### Placement by cell class

The bar under the picture is 20 um long.
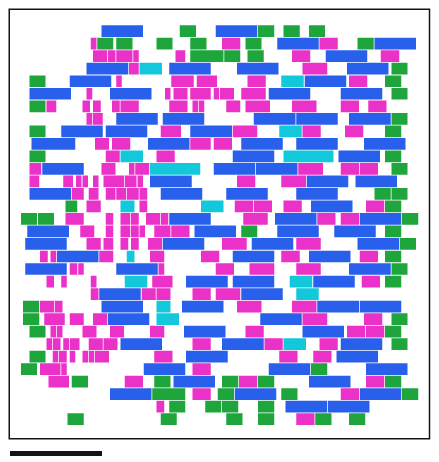
### Routing congestion

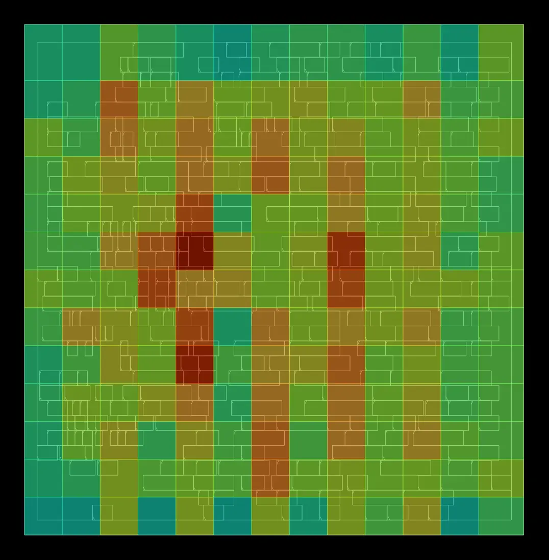
### Clock network drawn from the DEF

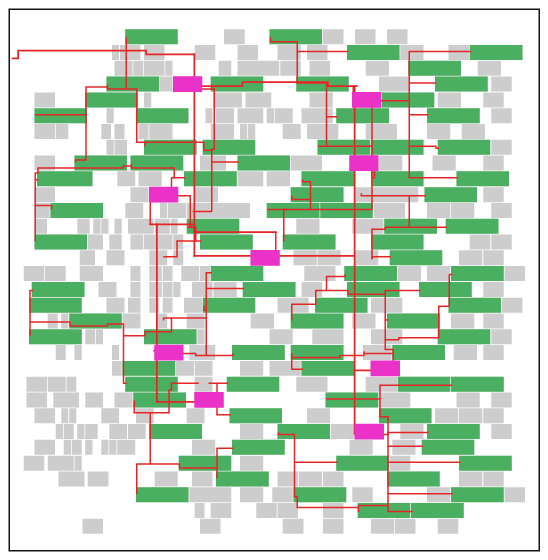
$ cat config.mk
export PLATFORM = sky130hd
export DESIGN_NAME = instr_mem_loader_flat
export DESIGN_NICKNAME = d
export VERILOG_FILES = /design/src/rtl/instr_mem_loader_if.sv /design/src/rtl/instr_mem_loader.sv /design/src/flat_wrapper.sv
export SDC_FILE = /design/constraint.sdc
export NUM_CORES = 1
export LEC_CHECK = 0
export CAP_MARGIN = 10
export CORE_AREA = 2 2 89 91
export DETAILED_ROUTE_END_ITERATION = 8
export DIE_AREA = 0 0 91 93
export PLACE_DENSITY_LB_ADDON = 0.08
export SLEW_MARGIN = 20
export SYNTH_ARGS = -nofsm -noshare
export SYNTH_HDL_FRONTEND = slang
export SYNTH_SLANG_ARGS = --single-unit
$ cat constraint.sdc
create_clock -name CLK -period 2.9 [get_ports CLK]
set_input_delay 0.435 -clock CLK [delete_from_list [all_inputs] [get_ports CLK]]
set_output_delay 0.435 -clock CLK [all_outputs]
set_load 0.01 [all_outputs]
$ cat src/rtl/instr_mem_loader_if.sv
// Byte-stream, instruction-memory write port and core-control bundle for the
// boot-time program loader. The loader drives through the master modport; the
// byte source, memory and core sit on the slave side.
interface instr_mem_loader_if #(
  parameter int WIDTH  = 32,
  parameter int ADDR_W = 7
);
  // Load control
  logic              Start;
  logic [ADDR_W-1:0] Word_Count;

  // Byte stream handshake
  logic [7:0]        Byte_In;
  logic              Byte_Valid;
  logic              Byte_Ready;

  // Instruction memory write port
  logic              IM_WE;
  logic [ADDR_W-1:0] IM_Addr;
  logic [WIDTH-1:0]  IM_WD;

  // Core control and status
  logic              Core_RST;
  logic              Busy;
  logic              Done;

  modport master (
    input  Start, Word_Count, Byte_In, Byte_Valid,
    output Byte_Ready, IM_WE, IM_Addr, IM_WD, Core_RST, Busy, Done
  );

  modport slave (
    output Start, Word_Count, Byte_In, Byte_Valid,
    input  Byte_Ready, IM_WE, IM_Addr, IM_WD, Core_RST, Busy, Done
  );
endinterface

$ cat src/rtl/instr_mem_loader.sv
// Boot-time program loader. Collects a little-endian byte stream into 32-bit
// instruction words, writes each word into instruction memory, and keeps the
// MIPS core in reset until the requested number of words has been stored.
// WIDTH must be 32 and 2**ADDR_W must be at least DEPTH.
module instr_mem_loader #(
  parameter int WIDTH  = 32,
  parameter int DEPTH  = 100,
  parameter int ADDR_W = 7
) (
  input  logic                CLK,
  input  logic                RST,
  instr_mem_loader_if.master  bus
);

  typedef enum logic [1:0] {
    IDLE  = 2'd0,
    LOAD  = 2'd1,
    WRITE = 2'd2,
    RUN   = 2'd3
  } state_t;

  // Highest legal word address, and DEPTH widened by one bit so it can be
  // compared against Word_Count even when DEPTH equals 2**ADDR_W.
  localparam logic [ADDR_W-1:0] LAST_MAX  = ADDR_W'(DEPTH - 1);
  localparam logic [ADDR_W:0]   DEPTH_EXT = (ADDR_W + 1)'(DEPTH);

  state_t             state;
  logic [1:0]         byte_idx;
  logic [ADDR_W-1:0]  word_idx;
  logic [ADDR_W-1:0]  last_idx;
  logic [WIDTH-9:0]   word_buf;

  // The loader keeps the index of the last word rather than the count itself,
  // so a full-depth load never needs a value wider than ADDR_W bits.
  function automatic logic [ADDR_W-1:0] clamp_last(input logic [ADDR_W-1:0] n);
    if (n == '0 || {1'b0, n} > DEPTH_EXT)
      return LAST_MAX;
    else
      return n - ADDR_W'(1);
  endfunction

  // Single state machine that also owns the byte buffer, the write port and
  // the registered status outputs, so every output changes only with state.
  always_ff @(posedge CLK or posedge RST) begin
    if (RST) begin
      state          <= IDLE;
      byte_idx       <= '0;
      word_idx       <= '0;
      last_idx       <= '0;
      word_buf       <= '0;
      bus.IM_WE      <= 1'b0;
      bus.IM_Addr    <= '0;
      bus.IM_WD      <= '0;
      bus.Byte_Ready <= 1'b0;
      bus.Busy       <= 1'b0;
      bus.Done       <= 1'b0;
      bus.Core_RST   <= 1'b1;
    end else begin
      bus.IM_WE <= 1'b0;
      case (state)
        IDLE: begin
          if (bus.Start) begin
            last_idx       <= clamp_last(bus.Word_Count);
            word_idx       <= '0;
            byte_idx       <= '0;
            bus.Byte_Ready <= 1'b1;
            bus.Busy       <= 1'b1;
            state          <= LOAD;
          end
        end

        LOAD: begin
          if (bus.Byte_Valid && bus.Byte_Ready) begin
            if (byte_idx == 2'd3) begin
              // The fourth byte goes straight to the write port together
              // with the three buffered ones.
              bus.IM_WD      <= {bus.Byte_In, word_buf};
              bus.IM_Addr    <= word_idx;
              bus.IM_WE      <= 1'b1;
              bus.Byte_Ready <= 1'b0;
              byte_idx       <= '0;
              state          <= WRITE;
            end else begin
              case (byte_idx)
                2'd0:    word_buf[7:0]   <= bus.Byte_In;
                2'd1:    word_buf[15:8]  <= bus.Byte_In;
                default: word_buf[23:16] <= bus.Byte_In;
              endcase
              byte_idx <= byte_idx + 2'd1;
            end
          end
        end

        WRITE: begin
          if (word_idx == last_idx) begin
            bus.Busy     <= 1'b0;
            bus.Done     <= 1'b1;
            bus.Core_RST <= 1'b0;
            state        <= RUN;
          end else begin
            word_idx       <= word_idx + ADDR_W'(1);
            bus.Byte_Ready <= 1'b1;
            state          <= LOAD;
          end
        end

        RUN: begin
          state <= RUN;
        end

        default: begin
          state <= IDLE;
        end
      endcase
    end
  end

endmodule
$ cat src/flat_wrapper.sv
// flat-port wrapper written by rule: the top's interface ports become plain ports
module instr_mem_loader_flat 
#(
  parameter int WIDTH  = 32,
  parameter int DEPTH  = 100,
  parameter int ADDR_W = 7
)
  (CLK, RST, bus_Start, bus_Word_Count, bus_Byte_In, bus_Byte_Valid, bus_Byte_Ready, bus_IM_WE, bus_IM_Addr, bus_IM_WD, bus_Core_RST, bus_Busy, bus_Done);
  instr_mem_loader_if #(.WIDTH(WIDTH), .ADDR_W(ADDR_W)) bus_i ();
  input  logic CLK;
  input  logic RST;
  input wire logic [$bits(bus_i.Start)-1:0] bus_Start;
  input wire logic [$bits(bus_i.Word_Count)-1:0] bus_Word_Count;
  input wire logic [$bits(bus_i.Byte_In)-1:0] bus_Byte_In;
  input wire logic [$bits(bus_i.Byte_Valid)-1:0] bus_Byte_Valid;
  output wire logic [$bits(bus_i.Byte_Ready)-1:0] bus_Byte_Ready;
  output wire logic [$bits(bus_i.IM_WE)-1:0] bus_IM_WE;
  output wire logic [$bits(bus_i.IM_Addr)-1:0] bus_IM_Addr;
  output wire logic [$bits(bus_i.IM_WD)-1:0] bus_IM_WD;
  output wire logic [$bits(bus_i.Core_RST)-1:0] bus_Core_RST;
  output wire logic [$bits(bus_i.Busy)-1:0] bus_Busy;
  output wire logic [$bits(bus_i.Done)-1:0] bus_Done;
  assign bus_i.Start = bus_Start;
  assign bus_i.Word_Count = bus_Word_Count;
  assign bus_i.Byte_In = bus_Byte_In;
  assign bus_i.Byte_Valid = bus_Byte_Valid;
  assign bus_Byte_Ready = bus_i.Byte_Ready;
  assign bus_IM_WE = bus_i.IM_WE;
  assign bus_IM_Addr = bus_i.IM_Addr;
  assign bus_IM_WD = bus_i.IM_WD;
  assign bus_Core_RST = bus_i.Core_RST;
  assign bus_Busy = bus_i.Busy;
  assign bus_Done = bus_i.Done;
  instr_mem_loader #(.WIDTH(WIDTH), .DEPTH(DEPTH), .ADDR_W(ADDR_W)) u_core (.CLK(CLK), .RST(RST), .bus(bus_i));
endmodule
==> results_dict.tcl <==
# metrics dict for downstream scripts
set metrics [dict create \
    wl_per_cell_um 15.2 \
    power_leakage_nw 2.20 \
    met1_usage_pct 21.6 \
    rsz0062_at_grt "no" \
    yosys_cells 266 \
    grt_max_degree 87 \
    path_delay_family "flip-flops" \
    finalCriticalPeriod_ps 1850 \
    ant_nets 0 \
    internal_power_w 0.00209 \
    max_cap_violations 0 \
    p_comb_share_pct 14.1 \
    wl_um 6660 \
    gr-total-overflow 0 \
    min_path_type "in -> async" \
    worst-r2r-setup-slack_ps 1060 \
    power-per-cell-area_mw_per_mm2 598 \
    status "finished clean" \
    ys_area_mm2 0.00371 \
    max_stage_delay_ps 540 \
    cts_resized 0 \
]
-- 'Placement by cell class' (at the start) --
class	colour	cells
all other logic	magenta	170
clock drivers and dummy loads	cyan	15
other buffers and delay cells	green	65
flip-flops	blue	86
site row count: 32
sequential share of cell area: 46.2%
end-of-flow core utilization: 61.9%
CORE AREA: 0.00753 mm^2
post-route cell area: 0.00466 mm^2

-- 'Routing congestion' (at the start) --
M3 GR Usage: 4.35%
Tot GR Track Use: 16.8%
busiest layer in global routing: met2
met2 Use GR: 26.9%

-- 'Clock network drawn from the DEF' (at the start) --
[clock wires] red | length: 1010 um
[cells driving clock nets] magenta | count: 9
[flip-flops] green | count: 86
routed clock nets	10
Skew-Pair Late Insertion Delay: 350 ps
clk pwr: 0.000931 W
clock network fraction of design power: 33.4%
skew final: 8.37 ps

==> cell type report <==
type,instances,area (um^2)
clock buffer,10,138
clock inverter,5,82.6
fill,643,2870
inverter,7,27.5
multi-input combinational,163,1460
sequential,86,2150
tap,102,128
timing repair buffer,65,668
==> cells by family after synthesis <==
family | after synthesis | synth area share (%)
flip-flops | 86 | 58.0
multiplexers | 66 | 21.6
AND/OR/NAND/NOR | 50 | 7.24
AND-OR/OR-AND | 27 | 5.09
buffers and inverters | 17 | 2.69
XOR/XNOR | 13 | 3.07
adder cells (fa/ha/maj) | 7 | 2.36
==> cells in the final DEF (no fill, tap or decap), types with 4 or more instances in the layout <==
master,netlist,layout
xor2_1,4,4
xnor2_1,9,9
nand2_1,12,11
nand3_1,6,6
clkdlybuf4s50_1,0,62
nor2_1,12,12
inv_1,7,6
o21ai_0,4,4
a22o_1,7,7
mux2_4,16,16
mux2_2,49,49
clkbuf_8,0,10
ha_1,7,7
a21oi_1,8,8
dfrtp_1,85,85
==> routing by layer <==
metal	share of wire, %	routed length, um
met2	47	3160
met1	47	3100
met3	3.9	257
met4	2.2	147
met5	0	0
==> through the flow <==
step	worst slack (ps)	instances	area (um^2)	power [W]
after detailed placement	741	423	4440	0.00188
after global routing	948	438	4660	0.00292
after CTS	1040	438	4660	0.00281
after floorplan	245	266	3710	0.00172
final	1050	438	4660	0.00279
after global placement	788	423	4440	0.00187
==> worst min path at each step <==
stage,cells after the start,slack [ps],endpoint
after floorplan,1,470,u_core.bus.IM_WD[16]
after detailed placement,1,460,u_core.bus.Done
after global placement,1,450,u_core.bus.Done
after global routing,1,510,u_core.bus.Done
after CTS,1,490,u_core.bus.Done
final,3,480,u_core.bus.IM_Addr[3]
==> sequential cells by signal, indices dropped and copies added, names as in the netlist <==
signal                 count
u_core.bus.IM_WD          32
u_core.word_buf           24
u_core.bus.IM_Addr         7
u_core.last_idx            7
u_core.word_idx            7
u_core.byte_idx            2
u_core.state               2
u_core.bus.Busy            1
u_core.bus.Byte_Ready      1
u_core.bus.Core_RST        1
u_core.bus.Done            1
u_core.bus.IM_WE           1
==> power by group through the flow <==
stage,Clock [W],Combinational [W],Sequential [W]
CTS,0.000952,0.000401,0.00146
detailed placement,0,0.000402,0.00148
global placement,0,0.000385,0.00148
finish,0.000931,0.000394,0.00146
floorplan,0,0.000272,0.00145
global route,0.00100,0.000434,0.00148
No activity file was given, so power comes from the tool's default toggle rates.
